--- config.mk ---
export PLATFORM = sky130hd
export DESIGN_NAME = pipeline_controller
export DESIGN_NICKNAME = d
export VERILOG_FILES = /design/src/rtl/pipeline_controller_pkg.sv /design/src/rtl/pipeline_controller_sat_counter.sv /design/src/rtl/pipeline_controller.sv
export SDC_FILE = /design/constraint.sdc
export NUM_CORES = 1
export LEC_CHECK = 0
export ABC_AREA = 0
export CAP_MARGIN = 10
export CORE_ASPECT_RATIO = 0.8
export CORE_MARGIN = 2
export CORE_UTILIZATION = 40
export CTS_BUF_LIST = sky130_fd_sc_hd__clkbuf_8
export CTS_CLUSTER_DIAMETER = 150
export DETAILED_ROUTE_END_ITERATION = 6
export PLACE_DENSITY = 0.78
export SYNTH_ARGS = -nofsm -noshare
export SYNTH_HDL_FRONTEND = slang
export SYNTH_HIERARCHICAL = 1
export SYNTH_SLANG_ARGS = --single-unit
--- constraint.sdc ---
create_clock -name clk -period 2.4 [get_ports clk]
set_input_delay 0.48 -clock clk [delete_from_list [all_inputs] [get_ports clk]]
set_output_delay 0.48 -clock clk [all_outputs]
set_load 0.03 [all_outputs]
--- src/rtl/pipeline_controller_pkg.sv ---
// Shared definitions for the pipeline controller.
// - pipe_ctrl_state_t : controller FSM states
// - OPC_*             : RV32 major opcodes the controller cares about
package pipeline_controller_pkg;

    typedef enum logic [1:0] {
        ST_RUN      = 2'd0,
        ST_MEM_WAIT = 2'd1,
        ST_HALT     = 2'd2,
        ST_ERROR    = 2'd3
    } pipe_ctrl_state_t;

    localparam logic [6:0] OPC_SYSTEM = 7'b1110011;
    localparam logic [6:0] OPC_LOAD   = 7'b0000011;
    localparam logic [6:0] OPC_STORE  = 7'b0100011;

endpackage

--- src/rtl/pipeline_controller_sat_counter.sv ---
// Saturating up-counter with synchronous clear.
// Ports: clk, rst_n (async low), inc (count this cycle), clr (load 0,
// wins over inc), cnt (current value, sticks at all-ones).
module sat_counter #(
    parameter int WIDTH = 32
) (
    input  logic             clk,
    input  logic             rst_n,
    input  logic             inc,
    input  logic             clr,
    output logic [WIDTH-1:0] cnt
);

    always_ff @(posedge clk or negedge rst_n) begin
        if (!rst_n)
            cnt <= '0;
        else if (clr)
            cnt <= '0;
        else if (inc && (cnt != {WIDTH{1'b1}}))
            cnt <= cnt + 1'b1;
    end

endmodule

--- src/rtl/pipeline_controller.sv ---
// Pipeline hazard/flow controller for a 5-stage in-order core.
// Inputs : id_stall, ex_redirect/ex_target, halt_req, resume,
//          mem_req/mem_ready, clr_stats.
// Outputs: stage enables (if/id/ex/mem), IF/ID and ID/EX flushes,
//          pc_sel/pc_target redirect, halted, err (sticky timeout),
//          stall_cnt (cycles with the fetch stage frozen).
// All stage controls are combinational in state and inputs.
module pipeline_controller
    import pipeline_controller_pkg::*;
#(
    parameter int MEM_TIMEOUT = 255
) (
    input  logic        clk,
    input  logic        rst_n,
    input  logic        id_stall,
    input  logic        ex_redirect,
    input  logic [31:0] ex_target,
    input  logic        halt_req,
    input  logic        resume,
    input  logic        mem_req,
    input  logic        mem_ready,
    input  logic        clr_stats,
    output logic        if_en,
    output logic        id_en,
    output logic        ex_en,
    output logic        mem_en,
    output logic        if_flush,
    output logic        id_flush,
    output logic        pc_sel,
    output logic [31:0] pc_target,
    output logic        halted,
    output logic        err,
    output logic [31:0] stall_cnt
);

    localparam int TW = $clog2(MEM_TIMEOUT + 1);

    pipe_ctrl_state_t state, state_nx;
    logic [TW-1:0]    tmo_cnt, tmo_nx, tmo_inc;
    logic [3:0]       en;      // {if, id, ex, mem}
    logic             flush;
    logic             sel;
    logic             run_dec; // evaluate the RUN priority chain below (a)

    assign tmo_inc = tmo_cnt + 1'b1;

    always_comb begin
        state_nx = state;
        tmo_nx   = tmo_cnt;
        en       = 4'b0000;
        flush    = 1'b0;
        sel      = 1'b0;
        run_dec  = 1'b0;

        case (state)
            ST_RUN: begin
                if (mem_req && !mem_ready) begin
                    state_nx = ST_MEM_WAIT;
                    tmo_nx   = '0;
                end else begin
                    run_dec = 1'b1;
                end
            end
            ST_MEM_WAIT: begin
                // Redirect/halt are held off until the access completes;
                // the completing cycle then behaves like a normal RUN cycle.
                if (mem_ready) begin
                    run_dec = 1'b1;
                end else begin
                    tmo_nx = tmo_inc;
                    if (tmo_inc == TW'(MEM_TIMEOUT))
                        state_nx = ST_ERROR;
                end
            end
            ST_HALT: begin
                if (resume)
                    state_nx = ST_RUN;
            end
            default: ; // ST_ERROR: only reset leaves
        endcase

        if (run_dec) begin
            state_nx = ST_RUN;
            if (halt_req) begin
                flush    = 1'b1;
                state_nx = ST_HALT;
            end else if (ex_redirect) begin
                en    = 4'b1111;
                sel   = 1'b1;
                flush = 1'b1;
            end else if (id_stall) begin
                en = 4'b0011;
            end else begin
                en = 4'b1111;
            end
        end

        // Keep the pipeline quiescent while reset is held.
        if (!rst_n) begin
            en    = 4'b0000;
            flush = 1'b0;
            sel   = 1'b0;
        end
    end

    always_ff @(posedge clk or negedge rst_n) begin
        if (!rst_n) begin
            state   <= ST_RUN;
            tmo_cnt <= '0;
        end else begin
            state   <= state_nx;
            tmo_cnt <= tmo_nx;
        end
    end

    assign {if_en, id_en, ex_en, mem_en} = en;
    assign if_flush  = flush;
    assign id_flush  = flush;
    assign pc_sel    = sel;
    assign pc_target = sel ? ex_target : 32'd0;
    assign halted    = (state == ST_HALT);
    assign err       = (state == ST_ERROR);

    sat_counter #(.WIDTH(32)) u_stall_cnt (
        .clk   (clk),
        .rst_n (rst_n),
        .inc   (!if_en),
        .clr   (clr_stats),
        .cnt   (stall_cnt)
    );

endmodule

==> run_1/floorplan.png <==
Bar = 20 um. Pins as bars on the die edge.
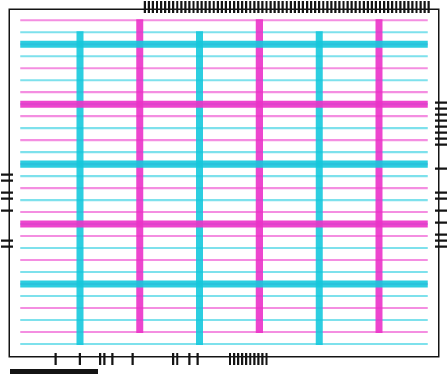
legend:
  VDD:
    colour: magenta
  VSS:
    colour: cyan
met4 straps: 6
met5 straps: 5
signal pins: 114
Die X: 97.1 um
core area: 0.00679 mm^2

==> run_1/class_map.png <==
Bar = 20 um.
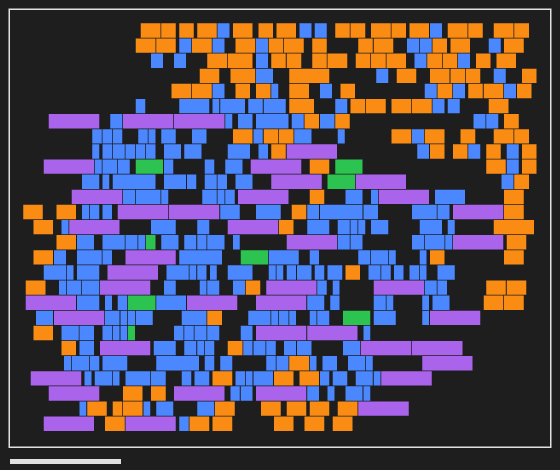
legend:
  remaining logic cells:
    colour: blue
    cells: 249
  remaining buffers and delay cells:
    colour: orange
    cells: 130
  clock drivers and dummy loads:
    colour: green
    cells: 8
  sequential cells:
    colour: purple
    cells: 42
Cell Rows: 27
final core occ: 61.0%
Seq area share: 25.4%

==> run_1/clock_wires.png <==
Bar = 20 um.
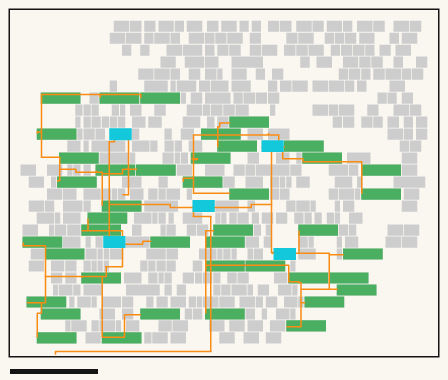
legend:
  clock-net drivers:
    colour: cyan
    count: 5
  clock wires:
    colour: orange
    length: 545 um
  flip-flops:
    colour: green
    count: 42
routed clock nets: 6
Power Clock: 468 uW
Clock Latency Late Sink: 0.30 ns

==> run_1/layers.png <==
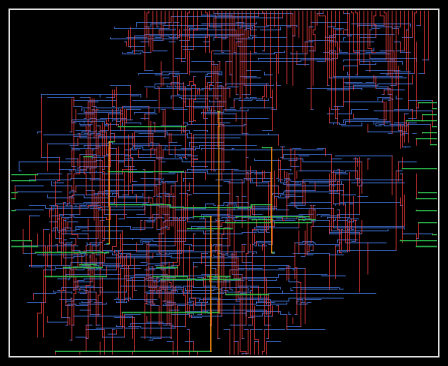
legend:
  M1:
    colour: blue
    wire_length: 3980 um
  M4:
    colour: orange
    wire_length: 123 um
  M3:
    colour: green
    wire_length: 364 um
  M2:
    colour: red
    wire_length: 3730 um
Routed WL per cell: 15.9 um
Detailed Route WL: 8.20 mm
total number of vias: 2719

==> flow_summary.yaml, run 1 <==
# yosys + openroad results
outcome:
  status: "completed"
global_route:
  grtUsageMet1_pct: 30.9
  met3_usage_pct: 3.12
  grt_util_met2_pct: 29.2
  antenna_found_initial: 0
  grt_usage_pct: 20.2
  busiest_layer: "met1"
setup_path:
  cp-start-kind: "input pin"
  crit_path_end: "u_stall_cnt/cnt[31]"
  critPathMaxFanout: 6
  critPathBufInv: 2
  worstRegToRegCells: 7
  crit_type: "in2reg"
  cp_num_cells: 8
  worstPathCellList: "clkdlybuf4s50_1 > inv_1 > o21ai_2 > and3_4 > nand4_1 > a21o_4 > nor4_4 > mux2_2"
  cp.required_ns: 2.58
  crit_family: "simple AND/OR/NAND/NOR gates"
synthesis:
  ys_async_sr_fraction_pct: 100
  synthCells: 307
  synth.area.top_cells: "dfrtp_1 (38%), and3_1 (9.0%), nor2_1 (3.8%)"
  yosys.area.top_type: "dfrtp_1"
  ys_warn_count: 6
  syn_area_per_cell_um2: 9.04
  syn_area_mm2: 0.00277
  simple_gate_share_pct: 32.9
  ys_cells: 307
  ys_sh_aoi_pct: 14.7
  floorplan.nets: 351
  ys_ff: 42
  ys_sh_xor_pct: 4.74
place:
  place_area_mm2: 0.00395
  numPortBuffers: 113
  gp_congestion: 0.833
  place_hpwl_mm: 5.93
  dp_cells: 507
floorplanning:
  floorplan.core_util_pct: 40.9
  tap_cells: 87
clock_tree:
  cts_root_buf: "clkbuf_8"
  clkTransAtPathRegs_ns: 0.08
  cts.path.max_buffers: 2
  htreeDepth: 2
  cts_tree: "yes"
  clock-sinks: 42
  postCtsHoldBufs: 0
timing:
  rsz0062_at_grt: "false"
  fin_tns_setup_ns: 0
  max_freq_ghz: 0.445
  clock_skew_ns: 0.00542
  slew_viol_final: 0
  tightest_slew_ns: 0.610
  finalHoldViolCount: 0
  min_period_ns: 2.25
  fin_ws_ns: 0.152
  setup_violations: 0
final_layout:
  flop_area_mm2: 0.00105
  num-nets-final: 472
  logic_area_mm2: 0.00166
  final_cell_area_mm2: 0.00414
  clkbuf_count: 6
  fillers: 568
  clock_area_share_pct: 2.20
  inverters_excl_clock: 11
routing:
  avgViaCountPerCell: 5.27
  drc_errors: 0
  drtIter0Drc: 185
power_and_ir_drop:
  power.leakage_nw: 1.91
  powerDensity_mw_per_mm2: 470
  ir_worst_vdd_uv: 266
job:
  warning_count: 27
  max_cap_viol_count: 0
==> run 1: registers in the layout (all words and copies together) (netlist names), named ones only <==
signal           count
state                1
tmo_cnt              8
u_stall_cnt/cnt     32
==> run 1: metrics by stage <==
step / total power, mW / hold slack, ns
finish: 1.95 / 0.320
global route: 2.04 / 0.384
CTS: 1.96 / 0.348
detailed placement: 1.48 / 0.479
global placement: 1.47 / 0.470
floorplan: 1.24 / 0.184
==> run 1: how the worst min path moves through the flow <==
stage,from,endpoint,slack (ns),cells past startpoint
2_1_floorplan,rst_n,asynchronous set/reset pin,0.18,0
3_3_place_gp,tmo_cnt[7],tmo_cnt[7],0.47,1
3_5_place_dp,tmo_cnt[7],tmo_cnt[7],0.48,1
4_1_cts,rst_n,u_stall_cnt/cnt[14],0.35,2
5_1_grt,rst_n,u_stall_cnt/cnt[15],0.38,2
6_report,rst_n,u_stall_cnt/cnt[14],0.32,2
==> run 1: worst register-to-register path, delay by kind of cell (launching register included) <==
family,cells,cell delay [ns]
buf+inv,1,0.22
simple gates,3,0.83
fa+ha+maj,1,0.25
compound gates,1,0.10
mux,1,0.28
flops,1,0.43
==> run 1: cell families (layout without fill, tap and decap cells) <==
group                    count (synthesis)  after routing
AND/OR/NAND/NOR                        153            153
AND-OR/OR-AND                           59             60
flip-flops                              42             42
buffers and inverters                   28            149
XOR/XNOR                                15             15
multiplexers                             7              7
adder cells (fa/ha/maj)                  3              3
==> run 1: cell usage in the layout, fill, tap and decap left out, types with 3 or more instances in the layout <==
| master | n |
|---|---|
| o31ai_1 | 4 |
| clkdlybuf4s50_1 | 70 |
| and2_1 | 6 |
| o21ai_0 | 4 |
| o21ai_1 | 9 |
| buf_4 | 54 |
| xnor2_1 | 12 |
| nor4_4 | 3 |
| nand3_1 | 16 |
| xor2_1 | 3 |
| inv_1 | 10 |
| nand4_1 | 7 |
| a21oi_1 | 13 |
| a21oi_2 | 3 |
| nand2b_1 | 3 |
| nor3_1 | 4 |
| clkbuf_8 | 6 |
| a211oi_1 | 6 |
| ha_1 | 3 |
| nor2_1 | 28 |
| mux2_2 | 5 |
| nor2b_1 | 6 |
| dlymetal6s2s_1 | 3 |
| nand2_1 | 15 |
| nor4_2 | 3 |
| and3_1 | 39 |
| or3_1 | 4 |
| dfrtp_1 | 42 |
==> run 1: Yosys cell counts, types with 7 or more instances <==
cell / count
o21ai_1: 10
and3_1: 40
dfrtp_1: 42
inv_1: 9
nand2_1: 15
clkbuf_1: 7
nand3_1: 16
nor2_1: 28
a21oi_1: 16
xnor2_1: 12
nand4_1: 7
==> run 1: timing repair <==
| action | 4_1_cts | 5_1_grt |
|---|---|---|
| resized | 6 | 14 |
| endpoints found under the setup margin | 38 | 36 |
| setup buffers | 0 | 0 |
| cloned | 0 | 1 |
| pin swaps | 0 | 3 |
==> run 1: power by group <==
group | internal (mW) | switching (mW) | total (mW)
Combinational | 0.295 | 0.347 | 0.642
Clock | 0.228 | 0.240 | 0.468
Sequential | 0.761 | 0.0769 | 0.838
==> run 1: routing by layer <==
metal / up-vias / part of all wire [%]
met2: 73 / 45
met4: 0 / 1.5
li1: 1360 / -
met1: 1276 / 49
met3: 10 / 4.4
met5: - / 0
==> run 2: changes to the inputs <==
- CTS_CLUSTER_SIZE: not set -> 8
==> run_2/clock_wires.png <==
Bar = 20 um.
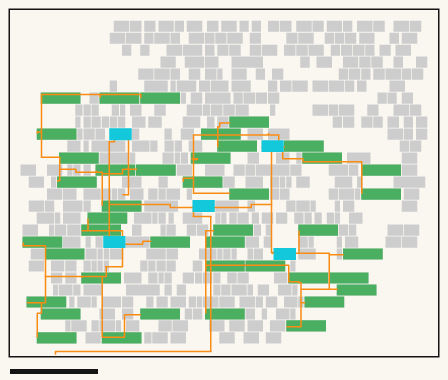
legend:
  clock-net drivers:
    colour: cyan
    count: 5
  clock wires:
    colour: orange
    length: 545 um
  flip-flops:
    colour: green
    count: 42
routed clock nets: 6
clk_skew: 0.00542 ns
clock share of power: 24.0%

==> flow_summary.yaml, run 2 <==
# yosys + openroad results
power_and_ir_drop:
  powerDensity_mw_per_mm2: 470
  ir_worst_vdd_uv: 266
  power.leakage_nw: 1.91
synthesis:
  synthCells: 307
  ys_ff: 42
  edf_count: 0
  synth_top_area_share_pct: 37.9
  ys_cells: 307
  ys_area_mm2: 0.00277
  ys_async_sr_fraction_pct: 100
  yosys.area.top_type: "dfrtp_1"
  flop_cell: "dfrtp_1"
  syn_area_per_cell_um2: 9.04
  ys_seq_share_pct: 37.9
  synth_cell_types: 60
  syn_area_mm2: 0.00277
  synth.area.top_cells: "dfrtp_1 (38%), and3_1 (9.0%), nor2_1 (3.8%)"
  top_cell: "dfrtp_1"
  floorplan.nets: 351
  ys_warn_count: 6
  ys_top_cells_by_count: "dfrtp_1 (42), and3_1 (40), nor2_1 (28)"
place:
  place_hpwl_mm: 5.93
  numPortBuffers: 113
  gp_congestion: 0.833
  dp_cells: 507
  pre_cts_ws_ns: -0.350
final_layout:
  logic_area_mm2: 0.00166
  synthToLayoutAreaGrowth_pct: 49.3
  n_antenna_cell: 0
  regMostFlops: "u_stall_cnt/cnt"
  largestRegisters: "u_stall_cnt/cnt (32), tmo_cnt (8), state (1)"
  fillers: 568
  flop_area_mm2: 0.00105
  num-nets-final: 472
  layout_top_cell: "clkdlybuf4s50_1"
  final_cell_mix: "clkdlybuf4s50_1 (70), buf_4 (54), dfrtp_1 (42)"
  largest_reg_flops: 32
routing:
  drtIter0Drc: 185
  drt_wl_total_mm: 8.20
  first_pass_iters: 4
  vias: 2719
  drc_errors: 0
  wl_per_cell_um: 15.9
  avgViaCountPerCell: 5.27
global_route:
  grt_overflow: 0
  grt_pass1_wl_mm: 12.6
  antenna_found_initial: 0
  grt_start_max_net_pins: 44
  grt_pass1_vias: 2488
floorplanning:
  ios: 114
  floorplan.core_util_pct: 40.9
  num_rows: 27
  core_area_mm2: 0.00679
  die_h_um: 78.5
  chipArea_mm2: 0.00762
  die_w_um: 97.1
setup_path:
  cp.required_ns: 2.58
  critPathBufInv: 2
  cpPeakStageDelay_ns: 0.46
  crit_type: "in2reg"
  crit_family: "simple AND/OR/NAND/NOR gates"
  critPathMaxFanout: 6
  cp-start-kind: "input pin"
  worstPathCellList: "clkdlybuf4s50_1 > inv_1 > o21ai_2 > and3_4 > nand4_1 > a21o_4 > nor4_4 > mux2_2"
timing:
  min_period_ns: 2.25
  tightest_slew_ns: 0.610
  max_freq_ghz: 0.445
  slew_viol_final: 0
  setup_violations: 0
  finalHoldViolCount: 0
  fin_crit_sh_pct: 93.7
  rsz0062_at_grt: "false"
  fin_ws_ns: 0.152
  slew_headroom_pct: 59.0
clock_tree:
  clkTransAtPathRegs_ns: 0.08
  cts_root_buf: "clkbuf_8"
  clk_latency_ns: 0.30
  htreeDepth: 2
  post_cts_buffers: 0
  numCtsBuffers: 5
  cts.path.max_buffers: 2
  cts_tree: "yes"
  clock-sinks: 42
job:
  max_cap_viol_count: 0
  warning_count: 27
outcome:
  status: "completed"
hold_path:
  worstHoldPathType: "in2async"
==> run_2/layers.png <==
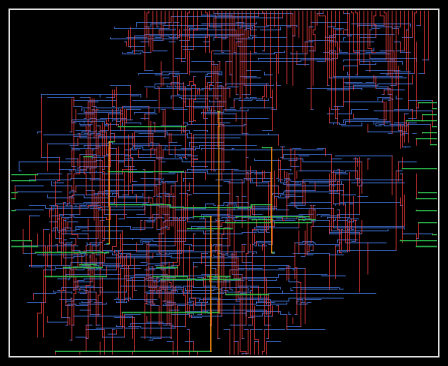
legend:
  M4:
    colour: orange
    wire_length: 123 um
  M2:
    colour: red
    wire_length: 3730 um
  M1:
    colour: blue
    wire_length: 3980 um
  M3:
    colour: green
    wire_length: 364 um
GRT Total Usage: 20.2%

## run 2: area by class of cell
type | instances | area share, %
multi-input combinational | 238 | 40.1
timing repair buffer | 130 | 28.7
sequential | 42 | 25.4
tap | 87 | 2.63
clock buffer | 6 | 1.99
inverter | 11 | 0.997
clock inverter | 2 | 0.211
## run 2: kinds of logic after synthesis
| logic type | count (synthesis) | synth area share [%] |
|---|---|---|
| buf+inv | 28 | 5.50 |
| flops | 42 | 37.9 |
| compound gates | 59 | 14.7 |
| fa+ha+maj | 3 | 1.35 |
| mux | 7 | 2.93 |
| xor+xnor | 15 | 4.74 |
| simple gates | 153 | 32.9 |
## run 2: per-stage QoR
stage | TNS [ns] | cell area [um^2] | hold slack (ns) | total power [mW] | utilization, %
6_report | 0 | 4140 | 0.320 | 1.95 | 61.0
4_1_cts | 0 | 4070 | 0.348 | 1.96 | 59.9
2_1_floorplan | 0 | 2780 | 0.184 | 1.24 | -
5_1_grt | 0 | 4140 | 0.384 | 2.04 | 61.0
3_3_place_gp | -3.45 | 3950 | 0.470 | 1.47 | 58.2
3_5_place_dp | -4.95 | 3950 | 0.479 | 1.48 | 58.2
## run 2: worst paths after layout
kind                            depth (start not counted)  slack (ns)             endpoint               start
worst min-delay path                                    2        0.32  u_stall_cnt/cnt[14]               rst_n
worst max register to register                          7        0.18   u_stall_cnt/cnt[3]  u_stall_cnt/cnt[0]
min in group clk                                        1        0.48           tmo_cnt[7]          tmo_cnt[7]
worst min register to register                          1        0.48           tmo_cnt[7]          tmo_cnt[7]
worst max-delay path                                    8        0.15  u_stall_cnt/cnt[31]            id_stall
max in group asynchronous                               2        1.69   u_stall_cnt/cnt[6]               rst_n
## run 2: routing by layer
metal  up-vias  wire length [um]  track usage (%)
li1       1360                 -                -
met1      1276              3980             30.9
met2        73              3730             29.2
met3        10               364             3.12
met4         0               123             5.92
met5         -                 0                0
## run 2: where the power goes
group	leakage [nW]	total, mW	switching (mW)	internal, mW
logic	1.29	0.642	0.347	0.295
clock network	0.0524	0.468	0.240	0.228
registers	0.574	0.838	0.0769	0.761
total	1.91	1.95	0.663	1.28
## run 2: what timing repair did
| item | in CTS | in global routing |
|---|---|---|
| setup endpoints to repair | 38 | 36 |
| hold endpoints to repair | 0 | 0 |
| pin swaps | 0 | 3 |
| resized | 6 | 14 |
| cloned | 0 | 1 |
| hold buffers | 0 | 0 |
==> run_2/congestion_map.png <==
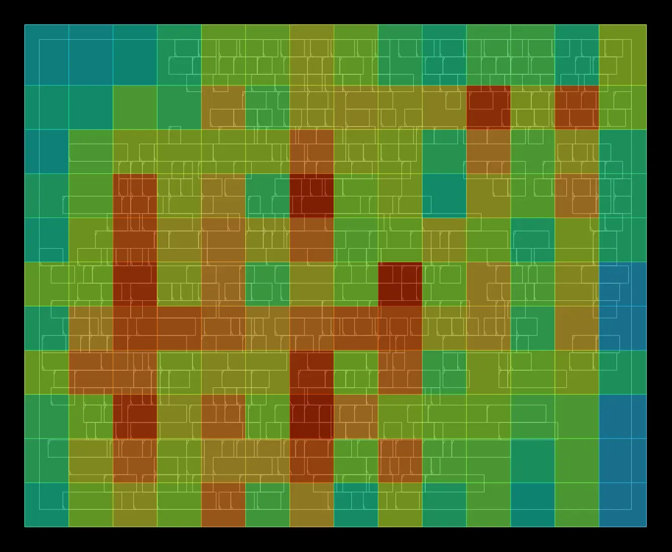

==> run 3: changes to the inputs <==
- CELL_PAD_IN_SITES_DETAIL_PLACEMENT: not set -> 0
- CELL_PAD_IN_SITES_GLOBAL_PLACEMENT: not set -> 1
- CORE_UTILIZATION: 40 -> 29
- PLACE_DENSITY: 0.78 -> not set
- PLACE_DENSITY_LB_ADDON: not set -> 0.1
- SKIP_CTS_REPAIR_TIMING: not set -> 1
==> run_3/congestion_map.png <==
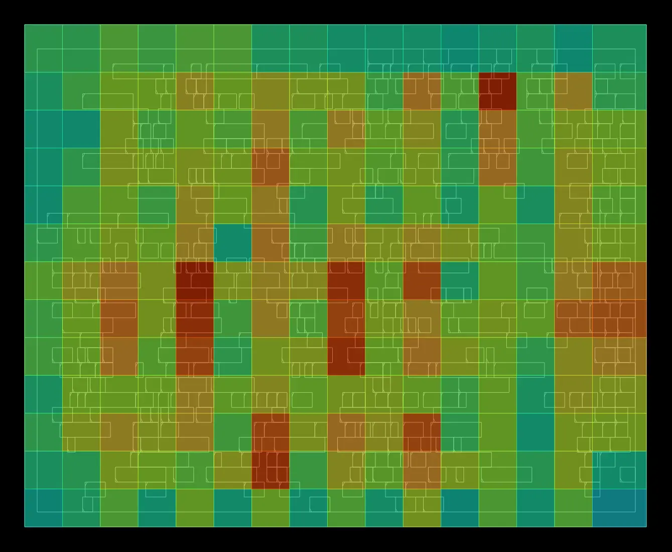
met2 Use GR: 26.4%
final core occ: 45.9%
gr busiest metal: met2
met3 global-route usage: 3.27%

==> flow_summary.yaml, run 3 <==
# yosys + openroad results
clock_tree:
  clock-sinks: 42
  clkTransAtPathRegs_ns: 0.08
  cts_root_buf: "clkbuf_8"
  cts_tree: "yes"
job:
  max_cap_viol_count: 0
  warning_count: 27
timing:
  min_period_ns: 2.29
  slew_viol_final: 0
  fin_tns_setup_ns: 0
  slew_headroom_pct: 55.8
routing:
  vias: 2762
  wl_per_cell_um: 16.2
  wl_met2_mm: 4.03
  drtIter0Drc: 142
  drt-met1-wl_mm: 4.21
  dr_wl_met3_um: 490
synthesis:
  yosys.area.top_type: "dfrtp_1"
  top_cell: "dfrtp_1"
  synthCells: 307
  ys_async_sr_fraction_pct: 100
  syn_area_per_cell_um2: 9.04
  synth.area.top_cells: "dfrtp_1 (38%), and3_1 (9.0%), nor2_1 (3.8%)"
  syn_area_mm2: 0.00277
  edf_count: 0
  synth_cell_types: 60
final_layout:
  regMostFlops: "u_stall_cnt/cnt"
setup_path:
  cp-start-kind: "input pin"
  crit_type: "in2reg"
  cp.required_ns: 2.62
floorplanning:
  ios: 114
  num_rows: 31
global_route:
  antenna_found_initial: 0
  grt_overflow: 0
  grt_start_max_net_pins: 43
place:
  gp_congestion: 0.782
  numPortBuffers: 113
power_and_ir_drop:
  switchingPower_uw: 664
  internal_power_mw: 1.39
  clkPwrFrac_pct: 28.2
outcome:
  status: "completed"
==> run_3/floorplan.png <==
Bar = 20 um. Pins as bars on the die edge.
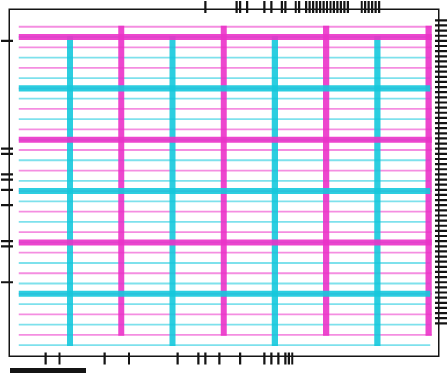
legend:
  VDD:
    colour: magenta
  VSS:
    colour: cyan
met4 straps: 8
met1 rails: 32
signal pins: 114
met5 straps: 6
rows: 31
core area: 0.00919 mm^2
Die H: 91.5 um

-- run 3: cell count changes in the layout (fill, tap and decap cells not counted), sizes merged --
cell,before,now
buf,57,60
bufinv,0,1
clkinv,1,0
inv,12,11
-- run 3: path summary, 6_finish.rpt --
| kind | from | endpoint | slack [ns] |
|---|---|---|---|
| worst max-delay path | id_stall | u_stall_cnt/cnt[15] | 0.11 |
| max in group asynchronous | rst_n | u_stall_cnt/cnt[28] | 1.56 |
| worst max register to register | state[1] | u_stall_cnt/cnt[15] | 0.17 |
| worst min register to register | tmo_cnt[7] | tmo_cnt[7] | 0.49 |
| min in group clk | tmo_cnt[7] | tmo_cnt[7] | 0.49 |
| worst min-delay path | rst_n | u_stall_cnt/cnt[5] | 0.46 |
-- run 3: critical path, cell delays in order --
cell and delay, ns:
clkdlybuf4s50_1 0.46, inv_1 0.06, o21ai_2 0.16, and3_4 0.21, nand4_1 0.19, a21o_4 0.29
buf_4 0.17, or3_1 0.34, a21oi_1 0.16
-- run 3: power groups by stage --
stage,registers (mW),clock network [mW],logic (mW)
global route,0.848,0.622,0.692
floorplan,0.846,0,0.394
CTS,0.837,0.602,0.637
global placement,0.848,0,0.634
detailed placement,0.850,0,0.635
finish,0.839,0.578,0.636
-- run 3: stage by stage --
step                instances  cell area [um^2]  hold WS (ns)  worst slack [ns]
finish                    546              4220         0.461             0.110
global route              546              4220         0.520           0.00681
CTS                       544              4110         0.494            -0.126
detailed placement        537              4000         0.483            -0.356
global placement          537              4000         0.470            -0.292
floorplan                 307              2780         0.184           0.00268
-- run 3: routing by layer --
metal	global-route usage (%)	vias to the layer above
li1	-	1363
met1	22.7	1306
met2	26.4	85
met3	3.27	8
met4	4.07	0
met5	0	-
-- run 3: cell type report --
type / instances / area, um^2
inverters: 11 / 41.3
fillers: 913 / 4970
multi-input cells: 238 / 1660
well taps: 115 / 144
clock buffers: 6 / 82.6
flip-flops and latches: 42 / 1050
clock inverters: 1 / 30.0
repair buffers: 133 / 1210
-- run 3: cell families after synthesis --
logic type	Yosys count	share of synthesized area [%]
adder cells (fa/ha/maj)	3	1.35
AND-OR/OR-AND	59	14.7
AND/OR/NAND/NOR	153	32.9
buffers and inverters	28	5.50
multiplexers	7	2.93
XOR/XNOR	15	4.74
flip-flops	42	37.9
No activity file was given, so power comes from the tool's default toggle rates.
